==> config.mk <==
export PLATFORM = sky130hd
export DESIGN_NAME = gpu_ring_stop
export DESIGN_NICKNAME = d
export VERILOG_FILES = /design/src/rtl/gpu_ring_stop.sv
export SDC_FILE = /design/constraint.sdc
export NUM_CORES = 1
export LEC_CHECK = 0
export ABC_CLOCK_PERIOD_IN_PS = 4200
export CORE_MARGIN = 2
export CORE_UTILIZATION = 48
export DETAILED_ROUTE_END_ITERATION = 6
export GPL_TIMING_DRIVEN = 0
export PLACE_DENSITY = 0.81
export SKIP_CTS_REPAIR_TIMING = 1
export SYNTH_ARGS = -nofsm -noshare
export SYNTH_HDL_FRONTEND = slang
export SYNTH_SLANG_ARGS = --single-unit
==> constraint.sdc <==
create_clock -name ACLK -period 4.2 [get_ports ACLK]
set_input_delay 1.05 -clock ACLK [delete_from_list [all_inputs] [get_ports ACLK]]
set_output_delay 1.05 -clock ACLK [all_outputs]
set_load 0.05 [all_outputs]
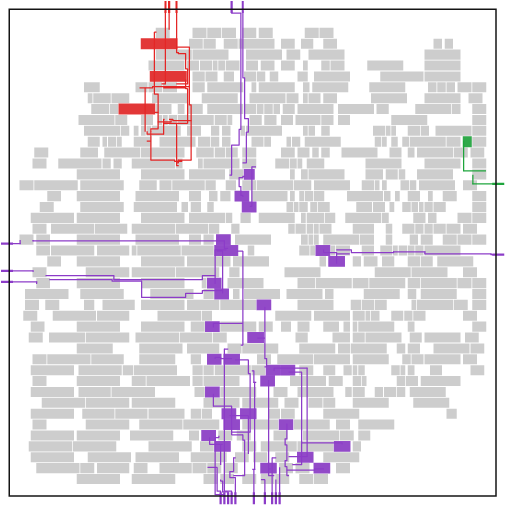
**Above:** run 1 (I/O nets highlighted).
Scale: 4 px per um.
Key: fifo_level = red [bits 3, direction output, edge top, end cells 3, buffers 3, wire 205 um]; loc_rx_ready = green [bits 1, direction input, edge right, end cells 1, buffers 1, wire 20.5 um]; ring_in_data = purple [bits 16, direction input, edge 10 bottom, 3 left, 2 top, 1 right, end cells 28, buffers 16, wire 742 um]
buffers added on ports: 124
number of placed I/O pins: 125

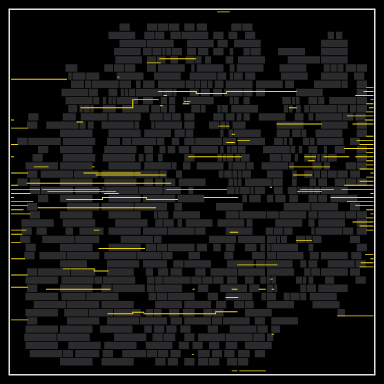
**Above:** run 1 (the metal 3 layer).
Scale: 3 px per um. Cells faint in the background.
The layer holds 5.9% of the routed length. 93 nets have wire on it. The wires run mostly horizontal.
final routed wirelength across all metal layers: 14700 um
vias after detailed routing: 4362

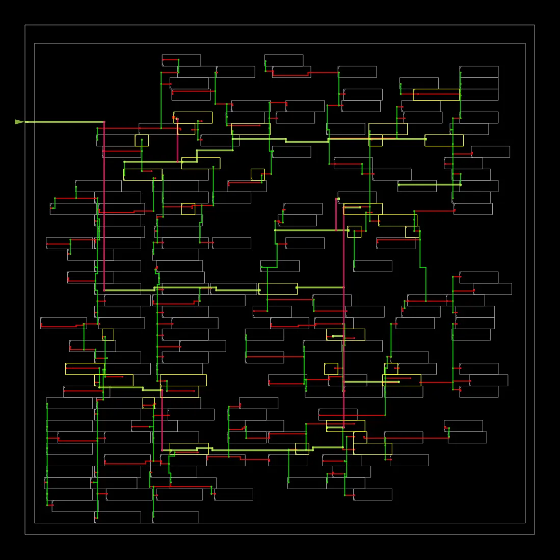
**Above:** run 1 (the clock network).
number of clock-tree buffers in the layout: 17
number of flip-flops and latches: 157

==> results.txt <==
The run has ended; figures from its reports follow.

The violation count after the first detailed-routing iteration came out at 282. The number of clock sinks came to around 160. The width of the die came out at ~120 um. The cell depth of the worst min-delay path came out at 1. The number of flip-flops in the largest register came out at around 64.

In this run the tools logged warnings totalling 30. The total number of cells along the worst setup path came out at 5. The ratio of routed vias to standard cells came out at about 5.6. STA classifies the critical path startpoint as an input port. Per the TritonCTS log, the buffer count is 17. The critical path goes through clkdlybuf4s50_1, and4bb_4, nand2_1, a21oi_1, clkdlybuf4s50_1. The depth of the most critical reg-to-reg path is 12. The number of distinct library cells after synthesis came out at 46. The final count of hold timing violations is 0.

The remaining global-route overflow came out at 0. The share of final-layout standard cells stronger than drive strength 1 came out at between 10% and 20%. The core region is 0.0133 mm^2.

The sequential share of the synthesized area came out at 64.3%. After its last routability iteration, the placer logged a weighted congestion of ~0.83. The smallest clock period supported by the final layout is computed as 4080 ps. The final count of pins violating max slew is 0. The initial antenna violation count came out at 0. The worst-case vdd ir drop came out at 0.505 mV.

The flip-flop and latch count after synthesis came out at 157. The area recorded from the Yosys report for this design is 0.00661 mm^2. The cell area that synthesis handed to floorplanning was 0.00661 mm^2. Post-route period utilization is reported as 97.2%. According to the floorplan report, the die height is 121 um. The skew report gives the latency at the later pin of the worst-skew pair as 420 ps.

The slowest cell on the critical path is sky130_fd_sc_hd__clkdlybuf4s50_1. The post-detailed-placement half-perimeter wirelength came out at 10200 um. The net count of the finished layout came out at 641. In this run the maximum-capacitance check reported violations numbering 0. The buffer levels on the longest clock path is 2. The average cell area after synthesis is 14.8 um^2.

The final timing report gives a worst setup slack of 116 ps. The post-placement worst setup slack came out at roughly 140 ps. The overall power after layout is 5.76 mW. The remaining routing DRC violations came out at 0. The via count of the first global-routing pass came out at 4389. For reference, the top cells by count after synthesis are 93 x sky130_fd_sc_hd__dfrtp_1, 64 x sky130_fd_sc_hd__edfxtp_1, 42 x sky130_fd_sc_hd__xor2_1. The cell that appears most often on the critical path is sky130_fd_sc_hd__clkdlybuf4s50_1. The count of synthesis-stage warnings from yosys is 0.

Yosys reports that the leading cell type by area covers 35.2% of the netlist area. The overall track demand over capacity in global routing came out at 21.0%. The maximum clock skew at final layout is 8.08 ps. The final report lists the setup-violating endpoint count as 0. The root buffer cell chosen for the clock tree is sky130_fd_sc_hd__clkbuf_16.

The buffer and inverter count on the worst path came out at 2. STA classifies the critical path endpoint as a primary output. The synthesis report names the predominant flop master as sky130_fd_sc_hd__dfrtp_1. The count of antenna-violating nets left after detailed routing came out at 0.

The worst stage delay on the critical path is approximately 860 ps. STA reports the tightest min-delay check as being of type register to register. The total cells reported by yosys after synthesis came out at about 450.

The run finished with clean final reports. Per the synth stats, the proportion of register bits with asynchronous set or reset is between 50% and 60%. The required time at the worst-slack endpoint came out at ~3200 ps.

According to the floorplan report, the total die area is 0.0147 mm^2. The worst hold slack after final layout came out at 468 ps. After routing, the total negative slack on setup checks comes to 0 ps. The highest achievable clock rate came out at 245 MHz.

Summed over all instances, the cell type with the most area after synthesis is sky130_fd_sc_hd__dfrtp_1. The synthesized instance count is 447. The data arrival time at the worst-slack endpoint is 3030 ps. The biggest fanout along the worst timing path came out at 5. Per the run report, area growth between synthesis and finish was 31.6%. The max-slew headroom at the worst pin is approximately 43%. At the pin with the least slew margin, the transition time is 854 ps.

The number of iterations in the first detailed-routing pass came out at 4. After synthesis, the cell types taking the most area are sky130_fd_sc_hd__dfrtp_1 35%, sky130_fd_sc_hd__edfxtp_1 29%, sky130_fd_sc_hd__xor2_1 5.6%, sky130_fd_sc_hd__mux4_2 5.5%, sky130_fd_sc_hd__a221o_1 2.4%. Per the OpenROAD power report, leakage power amounts to 3.54 nW. The final cell area excluding filler cells came out at 0.00869 mm^2.

Detailed placement reports a standard cell area of 0.00809 mm^2. The starting density of the core came out at between 40% and 50%. The clock transition time at the flip-flop clock pins of the worst setup and hold paths came out at 60 ps.

The total power per unit cell area is 662 mW/mm^2. The category of the critical setup timing path is input port to primary output.
## run 1: cell type report
class	count	area (um^2)
fill	983	4650
sequential	157	4250
multi-input combinational	261	2220
timing repair buffer	125	1270
clock buffer	17	425
tap	176	220
clock inverter	15	174
buffer	16	85.1
inverter	13	48.8
## run 1: per-layer routing
metal	vias up	part of all wire [%]	global-route usage [%]
met4	0	2.3	7.83
met3	31	5.9	5.12
met1	2205	41	26.5
li1	1975	-	-
met5	-	0	0
met2	151	51	35.1
## run 1: through the flow
step | util (%) | std cells
floorplan | - | 447
global placement | 60.5 | 747
detailed placement | 60.6 | 748
CTS | 65.1 | 780
global route | 65.1 | 780
finish | 65.1 | 780
## run 1: power breakdown
group	total, mW	switching [mW]	internal (mW)
Combinational	2.04	1.25	0.785
Sequential	2.18	0.232	1.95
Clock	1.54	0.642	0.893
Total	5.76	2.13	3.63
## run 1: worst register-to-register path, delay by kind of cell (launching register included)
kind,cells,cell delay [ps]
compound gates,1,410
xor+xnor,2,340
fa+ha+maj,4,1050
buf+inv,3,200
flops,1,400
simple gates,2,460
## run 1: cells by family after synthesis
logic type	count (synthesis)	share of synthesized area (%)
XOR/XNOR	50	6.63
AND-OR/OR-AND	28	3.96
buffers and inverters	29	2.03
flip-flops	157	64.3
adder cells (fa/ha/maj)	12	2.39
AND/OR/NAND/NOR	141	12.9
multiplexers	30	7.84
## run 1: layout by cell type (no fill, tap or decap), drive strengths merged, types with 20 or more instances in the layout
master	instances
clkbuf	22
clkdlybuf4s50	123
dfrtp	93
edfxtp	64
inv	20
nand2	21
nor3b	21
xor2	42
Power figures rest on the tool's default switching activity, not on a simulated workload.
